[config.mk]
export PLATFORM = sky130hd
export DESIGN_NAME = dl_pipe
export DESIGN_NICKNAME = d
export VERILOG_FILES = /design/src/rtl/dl_pipe.sv
export SDC_FILE = /design/constraint.sdc
export NUM_CORES = 1
export LEC_CHECK = 0
export CAP_MARGIN = 20
export CORE_ASPECT_RATIO = 1.1
export CORE_UTILIZATION = 45
export DETAILED_ROUTE_END_ITERATION = 10
export PLACE_DENSITY = 0.78
export SLEW_MARGIN = 15
export SYNTH_ARGS = -nofsm -noshare
export SYNTH_HDL_FRONTEND = slang
export SYNTH_SLANG_ARGS = --single-unit
[constraint.sdc]
create_clock -name clk -period 1.7 [get_ports clk]
set_input_delay 0.34 -clock clk [delete_from_list [all_inputs] [get_ports clk]]
set_output_delay 0.34 -clock clk [all_outputs]
set_load 0.02 [all_outputs]
[src/rtl/dl_pipe.sv]
// Elastic multi-stage pipeline register with valid/ready handshake, synchronous flush
// and a registered occupancy count. Bubbles collapse toward the output side.
module dl_pipe #(
  parameter int              WIDTH   = 32,
  parameter int              DEPTH   = 2,
  parameter logic [WIDTH-1:0] RST_VAL = '0
) (
  input  logic                       clk,
  input  logic                       rst,
  input  logic                       flush,
  input  logic                       in_valid,
  output logic                       in_ready,
  input  logic [WIDTH-1:0]           din,
  output logic                       out_valid,
  input  logic                       out_ready,
  output logic [WIDTH-1:0]           dout,
  output logic [$clog2(DEPTH+1)-1:0] count
);

  localparam int CW = $clog2(DEPTH + 1);

  logic [WIDTH-1:0] stageData_q [DEPTH];
  logic [WIDTH-1:0] stageData_d [DEPTH];
  logic [DEPTH-1:0] stageValid_q;
  logic [DEPTH-1:0] stageValid_d;
  logic [CW-1:0]    count_q;
  logic [CW-1:0]    count_d;
  logic [DEPTH-1:0] advance;
  logic             chainFull;
  logic             inXfer;
  logic             outXfer;

  // A stage may load when everything from it to the output is full only if the
  // output is draining; any empty slot downstream lets it move.
  always_comb begin
    advance   = '0;
    chainFull = 1'b1;
    for (int i = DEPTH - 1; i >= 0; i--) begin
      chainFull  = chainFull & stageValid_q[i];
      advance[i] = out_ready | ~chainFull;
    end
  end

  assign in_ready  = advance[0] & ~flush;
  assign inXfer    = in_valid & in_ready;
  assign outXfer   = stageValid_q[DEPTH-1] & out_ready & ~flush;
  assign out_valid = stageValid_q[DEPTH-1];
  assign dout      = stageData_q[DEPTH-1];
  assign count     = count_q;

  always_comb begin
    stageValid_d = stageValid_q;
    stageData_d  = stageData_q;
    if (flush) begin
      stageValid_d = '0;
      for (int i = 0; i < DEPTH; i++) begin
        stageData_d[i] = RST_VAL;
      end
    end else begin
      if (advance[0]) begin
        stageValid_d[0] = in_valid;
        if (in_valid) begin
          stageData_d[0] = din;
        end
      end
      // Data only moves with a valid word so bubbles never overwrite held values.
      for (int i = 1; i < DEPTH; i++) begin
        if (advance[i]) begin
          stageValid_d[i] = stageValid_q[i-1];
          if (stageValid_q[i-1]) begin
            stageData_d[i] = stageData_q[i-1];
          end
        end
      end
    end
  end

  always_comb begin
    count_d = count_q;
    if (flush) begin
      count_d = '0;
    end else if (inXfer && !outXfer) begin
      count_d = count_q + CW'(1);
    end else if (outXfer && !inXfer) begin
      count_d = count_q - CW'(1);
    end
  end

  always_ff @(posedge clk or negedge rst) begin
    if (!rst) begin
      stageValid_q <= '0;
      count_q      <= '0;
      for (int i = 0; i < DEPTH; i++) begin
        stageData_q[i] <= RST_VAL;
      end
    end else begin
      stageValid_q <= stageValid_d;
      count_q      <= count_d;
      for (int i = 0; i < DEPTH; i++) begin
        stageData_q[i] <= stageData_d[i];
      end
    end
  end

endmodule

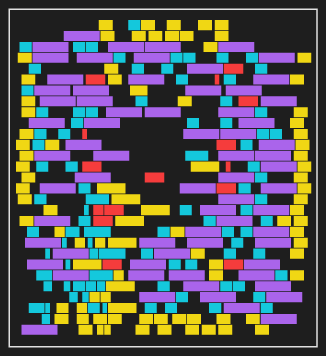
(images/class_map.png)
Scale: 4 px per µm.
legend:
  remaining buffers and delay cells:
    colour: yellow
    cells: 88
  remaining logic cells:
    colour: cyan
    cells: 89
  registers:
    colour: purple
    cells: 68
  clock drivers and dummy loads:
    colour: red
    cells: 15
fraction of area in registers: 46.2%
Core ar.: 0.00584 mm²

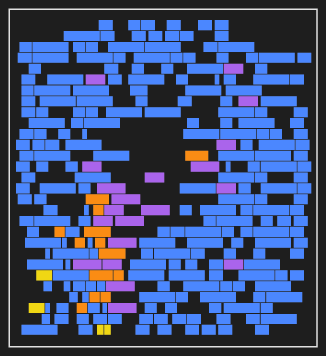
(images/sizing.png)
Scale: 4 px per µm.
legend:
  x3 and x4:
    colour: orange
    cells: 13
  x2:
    colour: yellow
    cells: 4
  x1 and smaller:
    colour: blue
    cells: 223
  x6 and larger:
    colour: purple
    cells: 20
fin worst setup slack: 46.8 ps
post-route cell area: 0.00368 mm²
Signal buffers: 88

==> flow_metrics.tcl <==
# place-and-route summary
set metrics [dict create \
    status "completed" \
    top_cell "dfrtp_1" \
    warnings 26 \
    maxSlewHeadroom_pct 76.8 \
    cp.depth 1 \
    use_met2_pct 29.1 \
    dominant_cells "sequential cells" \
    cts.sinks 68 \
    p_leak_uw 0.00169 \
    rsz0062_at_grt "false" \
    dr_wl_met2_um 2700 \
    hp-class "primary input to asynchronous set/reset pin" \
    cts.reportedPaths.clkPinSlew_ps 70 \
    wl_met3_um 226 \
    ys_seq_share_pct 61.8 \
    swShare_pct 23.5 \
    use_met1_pct 26.1 \
    hold_buffers 0 \
    ys_seq_elements 68 \
    crit_start "dout[27]$_DFFE_PN0P_" \
    pwr.group.clock_uw 1140 \
    tritoncts "done" \
    drtIter0Drc 88 \
    critical_path.endpoint "dout[27]" \
    place_ws_ps -438 \
    post-route-min-period_ps 1650 \
    drcViolationCount 0 \
    insertion_delay_ps 330 \
    synth.top_cell.area_share_pct 61.8 \
    cpLargestDelayFamily "buffers and inverters" \
    ys_top_logic_family "AND-OR/OR-AND gates" \
    yosys_warnings 0 \
    n_clock_buffer 14 \
    netlist_instances 201 \
    final_cell_mix "68 x dfrtp_1, 67 x clkdlybuf4s50_1, 64 x a22o_1" \
    top_area_cell "dfrtp_1" \
    rrSetupSlack_ps 300 \
    final-seq-area_mm2 0.00170 \
    r2r-start "stageValid_q[1]$_DFFE_PN0P_" \
    fp.dieW_um 76.6 \
    logic_area_um2 772 \
    lay_top_count "dfrtp_1" \
    fin_setup_tns_ps 0 \
    fp_util_pct 47.1 \
    grt-ovfl-total 0 \
    cp-start-kind "register" \
    worstPathRequired_ps 1360 \
    dp_hpwl_um 3450 \
    grt_max_degree 69 \
    die_y_um 84.0 \
    drt_wl_total_um 5550 \
    yosys.area_share.aoi_pct 21.3 \
    numCtsBuffers 9 \
    grt_use_met3_pct 3.06 \
    crit_path_end_kind "primary output" \
    area_growth_pct 33.8 \
    mux_share_pct 0.818 \
    finClkSkew_ps 5.51 \
    power_top_consumer "registers" \
    placed_area_mm2 0.00346 \
    reg2reg_to "dout[27]$_DFFE_PN0P_" \
    simple_gate_area_share_pct 4.27 \
    grt_pass1_vias 1803 \
    dr.pass1.iters 4 \
    nWellTaps 77 \
    io_buffers 72 \
    htreeDepth 3 \
    pwr-share-clk_pct 34.7 \
    bufAreaShareNonClock_pct 25.6 \
    synth.distinct_cells 17 \
    antenna_found_initial 0 \
    core.rowCount 29 \
    total_power_uw 3300 \
    worst_slew_pin_slew_ps 349 \
    powerSeq_uw 1730 \
    hold_viol 0 \
    yosys_area_mm2 0.00275 \
    seq_power_share_pct 52.5 \
    seq_cell_count 68 \
    setup_viol 0 \
    drive_gt1_share_pct 14.2 \
    sh_comb_area_pct 21.0 \
    timing.hold.ws_ps 27.8 \
    die_area_mm2 0.00643 \
    slew_viol_final 0 \
    met1_length_um 2490 \
    grt_usage_pct 19.2 \
    power.switching_uw 774 \
    comb-power_uw 424 \
    dp.cells 319 \
    path_buffers 1 \
    fillers 453 \
    slowest_stage "clkdlybuf4s50_1" \
    cp_max_fo 2 \
    ys_cells 201 \
    r2r_cells 5 \
    final.period_utilization_pct 97.2 \
    crit_path_max_incr_delay_ps 610 \
    p_int_uw 2520 \
    clock_path_buffers 2 \
    area_leaders "dfrtp_1 62%, a22o_1 20%, buf_4 8.7%" \
    final_antenna_net_count 0 \
    final_util_pct 63.1 \
    final_nets 293 \
    synth_area_mm2 0.00275 \
    synth.avg_cell_area_um2 13.7 \
    ctsResizeCount 7 \
    max_freq_mhz 605 \
    syn_nets 238 \
    diodes 0 \
    drv_cap 0 \
    ys_async_sr_fraction_pct 100 \
    routabilityCongestion 0.760 \
    ys_sh_adder_pct 0 \
    ys.flop_type "dfrtp_1" \
    grt_busiest_layer "met2" \
    worst-setup-path-type "register to primary output" \
    synth-edff-count 0 \
    worstPathArrival_ps 1310 \
    drt-vias-per-instance 5.35 \
    io_pins 73 \
    routed.top_layer "met4" \
    comb_power_share_pct 12.9 \
    xor_share_pct 0 \
    via_count 1803 \
    nMultiInputCombCells 89 \
    synthTopCellsByCount "68 x dfrtp_1, 64 x a22o_1, 32 x buf_4, 10 x buf_2, 7 x nor2_1" \
    fin_cells 337 \
    clock_cell_area_share_pct 4.62 \
    wl_per_cell_um 16.5 \
    cp_cell_sequence "clkdlybuf4s50_1" \
    vdd_drop_max_v 0.000557 \
    cts_root_buffer "clkbuf_8" \
    p_per_area_mw_per_mm2 895 \
    inv_count 0 \
    cts_setup_buffers 0 \
    grt_first_pass_wirelength_um 9270 \
]
No activity file was given, so power comes from the tool's default toggle rates.
